==> src/rtl/reg_file_param_if.sv <==
// reg_file_param_if
//   Bundles the write, read, issue and busy signals of reg_file_param.
//   Port summary (from the register file's point of view):
//     WRITE_EN, INaddr, IN      write strobe, address and data
//     OUT1addr, OUT2addr        read addresses
//     OUT1, OUT2                read data (combinational)
//     ISSUE_EN, ISSUEaddr       issue strobe and destination register
//     BUSY1, BUSY2              busy flags of the two read addresses
//     BUSY_VEC                  all busy flags, bit i = register i
//   master: decode/writeback side, slave: the register file.
interface reg_file_param_if #(
  parameter int DATA_W = 8,
  parameter int DEPTH  = 8,
  parameter int ADDR_W = 3
);
  logic              WRITE_EN;
  logic [ADDR_W-1:0] INaddr;
  logic [DATA_W-1:0] IN;
  logic [ADDR_W-1:0] OUT1addr;
  logic [ADDR_W-1:0] OUT2addr;
  logic [DATA_W-1:0] OUT1;
  logic [DATA_W-1:0] OUT2;
  logic              ISSUE_EN;
  logic [ADDR_W-1:0] ISSUEaddr;
  logic              BUSY1;
  logic              BUSY2;
  logic [DEPTH-1:0]  BUSY_VEC;

  modport master (
    output WRITE_EN, INaddr, IN, OUT1addr, OUT2addr, ISSUE_EN, ISSUEaddr,
    input  OUT1, OUT2, BUSY1, BUSY2, BUSY_VEC
  );

  modport slave (
    input  WRITE_EN, INaddr, IN, OUT1addr, OUT2addr, ISSUE_EN, ISSUEaddr,
    output OUT1, OUT2, BUSY1, BUSY2, BUSY_VEC
  );
endinterface

==> src/rtl/reg_file_param.sv <==
// reg_file_param
//   Parametrised register file: two combinational read ports, one clocked
//   write port, optional same-cycle write-to-read bypass, optional
//   hardwired-zero register 0, and a per-register busy scoreboard used by
//   the control unit to spot read-after-write hazards on in-flight results.
//   Ports:
//     clk     rising-edge clock for all state
//     RESET   synchronous active-high reset (overrides write and issue)
//     rf      reg_file_param_if.slave bundle (write/read/issue/busy)
module reg_file_param #(
  parameter int                DATA_W    = 8,
  parameter int                DEPTH     = 8,
  parameter int                ADDR_W    = 3,
  parameter logic [DATA_W-1:0] RESET_VAL = '0,
  parameter int                BYPASS    = 1,
  parameter int                ZERO_REG  = 0
) (
  input logic             clk,
  input logic             RESET,
  reg_file_param_if.slave rf
);

  logic [DATA_W-1:0] regs [DEPTH];
  logic [DEPTH-1:0]  busy;
  logic [DEPTH-1:0]  busy_nxt;
  logic              wr_live;
  logic              wr_allowed;
  logic              iss_allowed;
  logic [DATA_W-1:0] out1;
  logic [DATA_W-1:0] out2;

  // A write is "live" for bypass purposes only when reset is not pending;
  // reset wins over everything at the edge, so it must win here too.
  assign wr_live     = rf.WRITE_EN && !RESET;
  assign wr_allowed  = rf.WRITE_EN && !((ZERO_REG != 0) && (rf.INaddr == '0));
  assign iss_allowed = rf.ISSUE_EN && !((ZERO_REG != 0) && (rf.ISSUEaddr == '0));

  // Write clears the flag first, issue sets it after: on a same-address
  // collision the new issue wins and the register stays busy.
  always_comb begin
    busy_nxt = busy;
    if (rf.WRITE_EN) busy_nxt[rf.INaddr] = 1'b0;
    if (iss_allowed) busy_nxt[rf.ISSUEaddr] = 1'b1;
    if (ZERO_REG != 0) busy_nxt[0] = 1'b0;
  end

  always_ff @(posedge clk) begin
    if (RESET) begin
      for (int i = 0; i < DEPTH; i++) regs[i] <= RESET_VAL;
      busy <= '0;
    end else begin
      if (wr_allowed) regs[rf.INaddr] <= rf.IN;
      busy <= busy_nxt;
    end
  end

  always_comb begin
    out1 = regs[rf.OUT1addr];
    if ((BYPASS != 0) && wr_live && (rf.INaddr == rf.OUT1addr)) out1 = rf.IN;
    if ((ZERO_REG != 0) && (rf.OUT1addr == '0)) out1 = '0;
  end

  always_comb begin
    out2 = regs[rf.OUT2addr];
    if ((BYPASS != 0) && wr_live && (rf.INaddr == rf.OUT2addr)) out2 = rf.IN;
    if ((ZERO_REG != 0) && (rf.OUT2addr == '0)) out2 = '0;
  end

  // Busy is never bypassed: a clearing write shows up from the next cycle.
  assign rf.OUT1     = out1;
  assign rf.OUT2     = out2;
  assign rf.BUSY1    = busy[rf.OUT1addr];
  assign rf.BUSY2    = busy[rf.OUT2addr];
  assign rf.BUSY_VEC = busy;

endmodule

==> src/flat_wrapper.sv <==
// flat-port wrapper written by rule: the top's interface ports become plain ports
module reg_file_param_flat 
#(
  parameter int                DATA_W    = 8,
  parameter int                DEPTH     = 8,
  parameter int                ADDR_W    = 3,
  parameter logic [DATA_W-1:0] RESET_VAL = '0,
  parameter int                BYPASS    = 1,
  parameter int                ZERO_REG  = 0
)
  (clk, RESET, rf_WRITE_EN, rf_INaddr, rf_IN, rf_OUT1addr, rf_OUT2addr, rf_ISSUE_EN, rf_ISSUEaddr, rf_OUT1, rf_OUT2, rf_BUSY1, rf_BUSY2, rf_BUSY_VEC);
  reg_file_param_if #(.DATA_W(DATA_W), .DEPTH(DEPTH), .ADDR_W(ADDR_W)) rf_i ();
  input logic clk;
  input logic RESET;
  input wire logic [$bits(rf_i.WRITE_EN)-1:0] rf_WRITE_EN;
  input wire logic [$bits(rf_i.INaddr)-1:0] rf_INaddr;
  input wire logic [$bits(rf_i.IN)-1:0] rf_IN;
  input wire logic [$bits(rf_i.OUT1addr)-1:0] rf_OUT1addr;
  input wire logic [$bits(rf_i.OUT2addr)-1:0] rf_OUT2addr;
  input wire logic [$bits(rf_i.ISSUE_EN)-1:0] rf_ISSUE_EN;
  input wire logic [$bits(rf_i.ISSUEaddr)-1:0] rf_ISSUEaddr;
  output wire logic [$bits(rf_i.OUT1)-1:0] rf_OUT1;
  output wire logic [$bits(rf_i.OUT2)-1:0] rf_OUT2;
  output wire logic [$bits(rf_i.BUSY1)-1:0] rf_BUSY1;
  output wire logic [$bits(rf_i.BUSY2)-1:0] rf_BUSY2;
  output wire logic [$bits(rf_i.BUSY_VEC)-1:0] rf_BUSY_VEC;
  assign rf_i.WRITE_EN = rf_WRITE_EN;
  assign rf_i.INaddr = rf_INaddr;
  assign rf_i.IN = rf_IN;
  assign rf_i.OUT1addr = rf_OUT1addr;
  assign rf_i.OUT2addr = rf_OUT2addr;
  assign rf_i.ISSUE_EN = rf_ISSUE_EN;
  assign rf_i.ISSUEaddr = rf_ISSUEaddr;
  assign rf_OUT1 = rf_i.OUT1;
  assign rf_OUT2 = rf_i.OUT2;
  assign rf_BUSY1 = rf_i.BUSY1;
  assign rf_BUSY2 = rf_i.BUSY2;
  assign rf_BUSY_VEC = rf_i.BUSY_VEC;
  reg_file_param #(.DATA_W(DATA_W), .DEPTH(DEPTH), .ADDR_W(ADDR_W), .RESET_VAL(RESET_VAL), .BYPASS(BYPASS), .ZERO_REG(ZERO_REG)) u_core (.clk(clk), .RESET(RESET), .rf(rf_i));
endmodule
==> config.mk <==
export PLATFORM = sky130hd
export DESIGN_NAME = reg_file_param_flat
export DESIGN_NICKNAME = d
export VERILOG_FILES = /design/src/rtl/reg_file_param_if.sv /design/src/rtl/reg_file_param.sv /design/src/flat_wrapper.sv
export SDC_FILE = /design/constraint.sdc
export NUM_CORES = 1
export LEC_CHECK = 0
export CAP_MARGIN = 5
export CELL_PAD_IN_SITES_DETAIL_PLACEMENT = 0
export CELL_PAD_IN_SITES_GLOBAL_PLACEMENT = 2
export CORE_UTILIZATION = 23
export DETAILED_ROUTE_END_ITERATION = 7
export PLACE_DENSITY = 0.64
export SYNTH_ARGS = -nofsm -noshare
export SYNTH_HDL_FRONTEND = slang
export SYNTH_SLANG_ARGS = --single-unit
==> constraint.sdc <==
create_clock -name clk -period 2 [get_ports clk]
set_input_delay 0.4 -clock clk [delete_from_list [all_inputs] [get_ports clk]]
set_output_delay 0.4 -clock clk [all_outputs]
set_load 0.05 [all_outputs]
Fig. 1: run 1, placement density heat map
The die is cut into 14 by 14 equal tiles; dark blue is low, red is high, 0 to 100% covered.
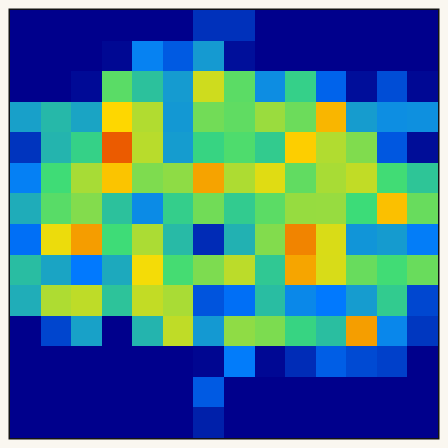
The fullest tile reaches 90%. The mean over all tiles is 31%. 32% of the tiles are nearly empty.

Fig. 2: run 1, clock distribution
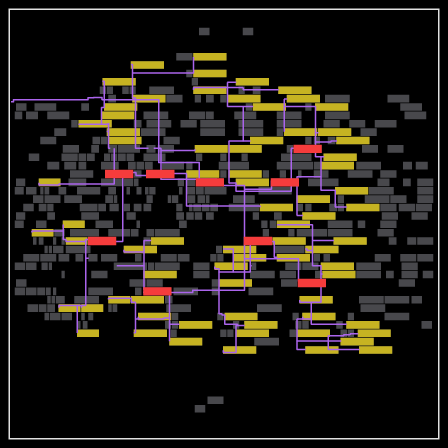
Key: purple = clock wires [length 1070 um]; yellow = flip-flops [count 72]; red = clock drivers [count 9]
There are 10 routed clock nets.

Fig. 3: run 1, metal layers overlaid
Bar = 50 um.
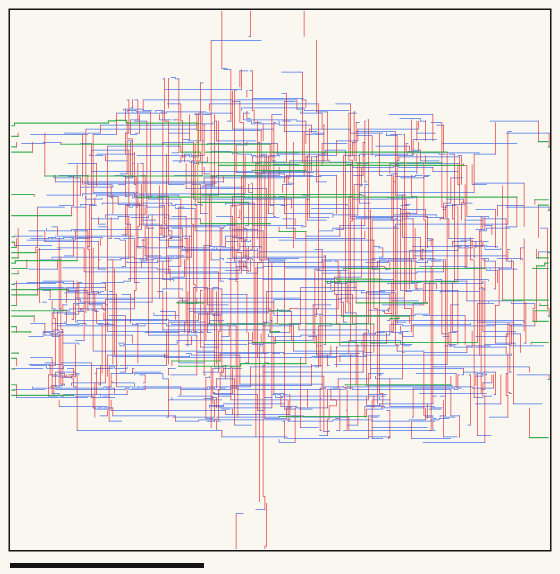
Key: blue = metal 1 [wire length 6440 um]; orange = metal 4 [wire length 20.4 um]; red = metal 2 [wire length 6340 um]; green = metal 3 [wire length 1060 um]

-- run 1: metal layers --
metal / routed length (um) / part of all wire [%] / global-route usage (%)
met1: 6440 / 46 / 21.7
met2: 6340 / 46 / 22.8
met3: 1060 / 7.6 / 3.52
met4: 20 / 0.14 / 2.81
met5: 0 / 0 / 0
-- run 1: cell families (layout without fill, tap and decap cells) --
group                     count (synthesis)  after routing
AOI/OAI and AO/OA                        16             16
xor gates and xnor gates                  6              6
buffers and inverters                    24            140
DFF                                      72             72
muxes                                    70             70
and+or+nand+nor                          95             95
-- run 1: timing repair --
action                                  in CTS  in global routing
endpoints found under the setup margin      18                 30
buffers inserted                             1                  0
hold buffers                                 0                  0
pin swaps                                    1                  0
resized                                    109                  8
gates cloned                                 7                  0
-- run 1: worst max-delay path by stage --
stage / startpoint / to / slack [ps] / cells after the start
3_5_place_dp: rf_OUT2addr[0] / rf_OUT2[2] / -850 / 6
2_1_floorplan: rf_OUT1addr[0] / rf_OUT1[3] / -120 / 5
6_report: u_core.regs[7][2] / rf_OUT2[2] / -360 / 4
5_1_grt: u_core.regs[6][1] / rf_OUT2[1] / -390 / 4
4_1_cts: u_core.regs[6][2] / rf_OUT2[2] / -360 / 4
3_3_place_gp: rf_OUT1addr[0] / rf_OUT1[7] / -840 / 6
-- run 1: report_power, final --
part	switching [W]	leakage [nW]	total, W	internal, W
Clock	0.000654	0.157	0.00175	0.00109
Combinational	0.000567	1.59	0.00118	0.000614
Sequential	0.0000503	0.684	0.00178	0.00173
Total	0.00127	2.43	0.00471	0.00344
-- run 1: placed cells by master, fill, tap and decap left out, drive strengths merged, types with 3 or more instances in the layout --
master          n
nor2b           3
inv            11
clkdlybuf4s50  21
o21ai           5
clkbuf          9
dfxtp           8
edfxtp         64
mux4           36
and2           64
xnor2           6
o21bai          3
a31o            4
buf            86
dlygate4sd2     6
nor2            9
mux2           34
clkinv          4
nand2           6
-- run 1: worst register-to-register path, stage by stage, from the launching register on --
cell      delay [ps]
dfxtp_1          340
inv_1             50
a2bb2o_1         280
-- run 1: stage by stage --
step / power, W / std cells / worst slack, ps
4_1_cts: 0.00474 / 628 / -364
5_1_grt: 0.00486 / 628 / -391
6_report: 0.00471 / 628 / -357
3_3_place_gp: 0.00280 / 604 / -844
2_1_floorplan: 0.00242 / 283 / -121
3_5_place_dp: 0.00281 / 604 / -849
-- run 1: cell type report --
type	count	area (um^2)	area share, %
Clock buffer	9	225	3.61
Tap cell	229	287	4.60
Clock inverter	7	95.1	1.53
Multi-Input combinational cell	187	2130	34.2
Sequential cell	72	2080	33.4
Timing Repair Buffer	114	1380	22.1
Inverter	10	37.5	0.602
-- run 1: flip-flops by register name, summed over array words and instances, names as in the netlist --
register            flops
u_core.regs            64
u_core.rf.BUSY_VEC      8
==> impl_metrics.py, run 1 <==
# Metrics from the implementation run
metrics = {
    "sta": {
        "slew_violations": 0,
        "setup_ws_ps": -357,
        "finalSetupViolCount": 18,
        "finalHoldViolations": 0,
        "fin_crit_ps": 2360,
        "holdWs_ps": 493,
    },
    "die": {
        "dieArea_um2": 19300,
        "fp_util_pct": 23.8,
    },
    "worst_setup_path": {
        "worstPathRequired_ps": 1600,
        "crit_fanout": 2,
        "reg2regPathDepth": 2,
        "reg2reg_slack_ps": 1220,
        "crit_path_end_kind": "primary output",
        "cp_cell_sequence": "mux4_2, mux2_4, mux2_4, buf_6",
        "critPathMostFrequentCell": "mux2_4",
        "slowest_delay_ps": 520,
        "arrival_ps": 1960,
    },
    "route": {
        "postRouteWirelength_um": 13900,
        "route.vias.total": 2900,
        "routedWlPerCell_um": 22.1,
        "first_pass_iters": 6,
        "drtIter0Drc": 295,
        "drc": 0,
    },
    "layout": {
        "finish.instance_area_um2": 6230,
        "area_delta_synth_final_pct": 44.5,
        "n_antenna_cell": 0,
        "drive_above_1_share_pct": 46.6,
    },
    "synth": {
        "synth.distinct_cells": 30,
        "synthMuxAreaShare_pct": 30.6,
        "async_flop_share_pct": 0,
        "netlist.area_leader.share_pct": 44.6,
    },
    "hold_path": {
        "hp-start": "u_core.rf.BUSY_VEC[6]",
    },
    "outcome": {
        "failed_checks": "negative setup slack",
        "status": "finished, violations left",
    },
    "power": {
        "ir_drop_v": 0.000449,
    },
    "grt": {
        "antenna_found_initial": 0,
        "grt_pass1_vias": 3075,
    },
    "cts": {
        "insertion_delay_ps": 330,
        "cts_max_level": 3,
        "cts_buffers": 9,
    },
}
==> run 2, diff against run 1 <==
--- a/config.mk
+++ b/config.mk
@@ -5,12 +5,13 @@
 export SDC_FILE = /design/constraint.sdc
 export NUM_CORES = 1
 export LEC_CHECK = 0
+export ABC_AREA = 1
 export CAP_MARGIN = 5
 export CELL_PAD_IN_SITES_DETAIL_PLACEMENT = 0
 export CELL_PAD_IN_SITES_GLOBAL_PLACEMENT = 2
 export CORE_UTILIZATION = 23
 export DETAILED_ROUTE_END_ITERATION = 7
-export PLACE_DENSITY = 0.64
+export PLACE_DENSITY = 0.74
 export SYNTH_ARGS = -nofsm -noshare
 export SYNTH_HDL_FRONTEND = slang
 export SYNTH_SLANG_ARGS = --single-unit
Fig. 4: run 2, metal layers overlaid
Bar = 50 um.
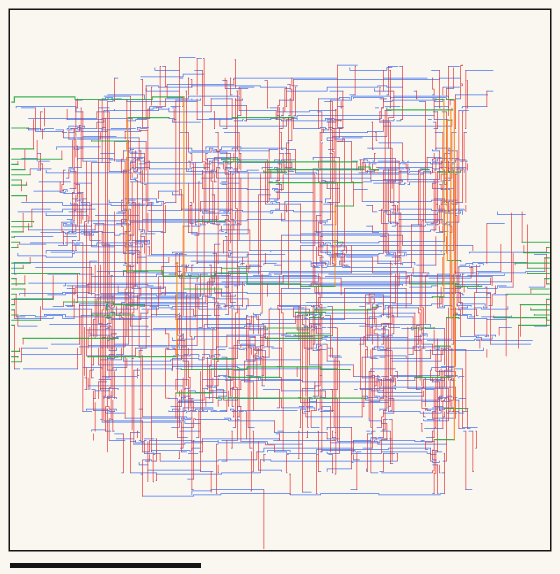
Key: red = metal 2 [wire length 7460 um]; blue = metal 1 [wire length 7710 um]; green = metal 3 [wire length 857 um]; orange = metal 4 [wire length 368 um]

==> run 2 against run 1 <==
  * The run now ends clean
  * First-iteration DRC count is 28% higher
  * Flip-flop count stayed put
  * Critical path depth is 5 higher
  * Power is 4.1% lower
  * Non-clock buffer count is 14 lower
  * Utilization is 0.98 points lower
  * Synthesized area is 3.7% higher
  * Clock skew stayed put
  * Via count is 52% higher
  * Register-to-register slack better by 110 ps
  * Worst setup slack better by 390 ps
  * Sequential share of layout area is 0.38 points lower
  * Critical endpoint is now rf_OUT2[5]
  * Highest routed layer unchanged
==> impl_metrics.py, run 2 <==
# Metrics from the implementation run
metrics = {
    "layout": {
        "drive_above_1_share_pct": 21.5,
        "top_register": "u_core.regs",
        "area_delta_synth_final_pct": 41.0,
        "largest_reg_flops": 64,
        "mostFrequentLayoutCell": "nand2_1",
    },
    "route": {
        "routedWlPerCell_um": 16.9,
        "drtIter0Drc": 379,
        "first_pass_iters": 4,
        "postRouteWirelength_um": 16400,
        "route.vias.total": 4395,
    },
    "cts": {
        "cts_hold_buf": 0,
        "cts_buffers": 9,
        "cts_max_level": 3,
    },
    "worst_setup_path": {
        "crit_path_end_kind": "primary output",
        "worstPathRequired_ps": 1600,
        "crit_start": "rf_OUT2addr[1]",
        "arrival_ps": 1570,
        "crit_fanout": 8,
    },
    "outcome": {
        "status": "complete, no violations",
    },
    "hold_path": {
        "hp-start": "u_core.rf.BUSY_VEC[5]",
    },
    "synth": {
        "netlist.area_leader.share_pct": 43.0,
    },
    "grt": {
        "grt_pass1_vias": 4455,
        "antenna_found_initial": 0,
    },
    "die": {
        "dieArea_um2": 20000,
    },
    "sta": {
        "setup_ws_ps": 33.3,
    },
}
Fig. 5: run 2, placement density heat map
The die is cut into 14 by 14 equal tiles; dark blue is low, red is high, 0 to 100% covered.
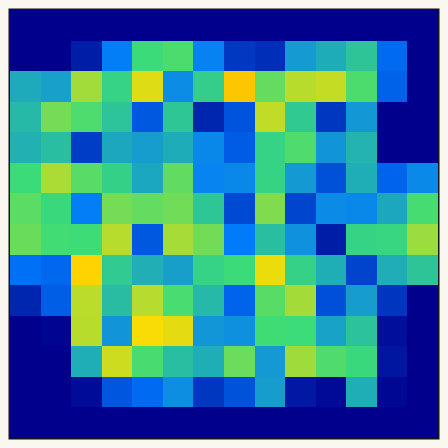
The mean over all tiles is 30%. 24% of the tiles are nearly empty. The fullest tile reaches 78%. 1.0% of the tiles are over 75% full. The emptiest ninth of the die: lower right.

-- run 2: cell types whose count changed in the layout (fill, tap and decap cells not counted), moves of 11 or more --
| cell | before | now |
|---|---|---|
| and2_1 | 64 | 0 |
| buf_12 | 14 | 33 |
| buf_4 | 45 | 31 |
| buf_8 | 16 | 1 |
| inv_1 | 10 | 77 |
| mux2_4 | 32 | 0 |
| mux4_2 | 35 | 0 |
| nand2_1 | 6 | 172 |
| nand2_2 | 0 | 26 |
| nand3_1 | 2 | 115 |
| nand3_2 | 0 | 11 |
| nor2_1 | 6 | 73 |
| o21ai_0 | 0 | 13 |
-- run 2: final cells by class --
type | count | area (um^2)
Fill cell | 2059 | 12600
Sequential cell | 72 | 2080
Multi-Input combinational cell | 433 | 2030
Timing Repair Buffer | 100 | 1230
Inverter | 89 | 357
Tap cell | 260 | 325
Clock buffer | 10 | 229
Clock inverter | 4 | 47.5
-- run 2: path summary, 6_finish.rpt --
check | to | slack [ps] | depth (start not counted)
setup reg to reg | u_core.rf.BUSY_VEC[2] | 1330 | 2
setup / recovery | rf_OUT2[5] | 30 | 9
hold reg to reg | u_core.rf.BUSY_VEC[5] | 540 | 2
hold / removal | u_core.rf.BUSY_VEC[5] | 540 | 2
-- run 2: power by group --
part,switching (W),internal [W],total (W)
clock,0.000624,0.000947,0.00157
sequential,0.0000319,0.00173,0.00176
combinational,0.000718,0.000472,0.00119
total,0.00137,0.00315,0.00452
-- run 2: timing repair --
action                                 4_1_cts  5_1_grt
setup endpoints to repair                   18       21
gates resized                               69       29
endpoints found under the hold margin        0        0
pin swaps                                   17       14
cloned                                       2        0
setup buffers                                0        1
-- run 2: logic make-up (layout without fill, tap and decap cells) --
group / after synthesis / in the layout / synth area share (%)
flip-flops: 72 / 72 / 46.6
buffers and inverters: 113 / 203 / 10.8
AND/OR/NAND/NOR: 407 / 409 / 39.9
AND-OR/OR-AND: 24 / 24 / 2.80
-- run 2: critical path, cell delays in order --
cell and delay, ps:
clkdlybuf4s15_2 260, nand2_1 140, nand2_4 70, nor2_4 150
nand2_4 120, inv_8 110, nand2_1 50, nand2_1 110
buf_12 150
-- run 2: routing by layer --
| metal | track usage [%] | vias up | routed length (um) |
|---|---|---|---|
| li1 | - | 2149 | - |
| met1 | 23.2 | 2073 | 7710 |
| met2 | 27.1 | 155 | 7460 |
| met3 | 3.21 | 18 | 857 |
| met4 | 6.56 | 0 | 367 |
| met5 | 0 | - | 0 |
-- run 2: through the flow --
step           hold slack (ps)  total power [W]  std cells  area [um^2]
6_report                   541          0.00452        968         6300
5_1_grt                    555          0.00468        968         6300
2_1_floorplan              501          0.00236        616         4470
3_5_place_dp               526          0.00293        951         5880
4_1_cts                    538          0.00454        967         6280
3_3_place_gp               531          0.00293        951         5880
Power and IR drop assume default switching activity.
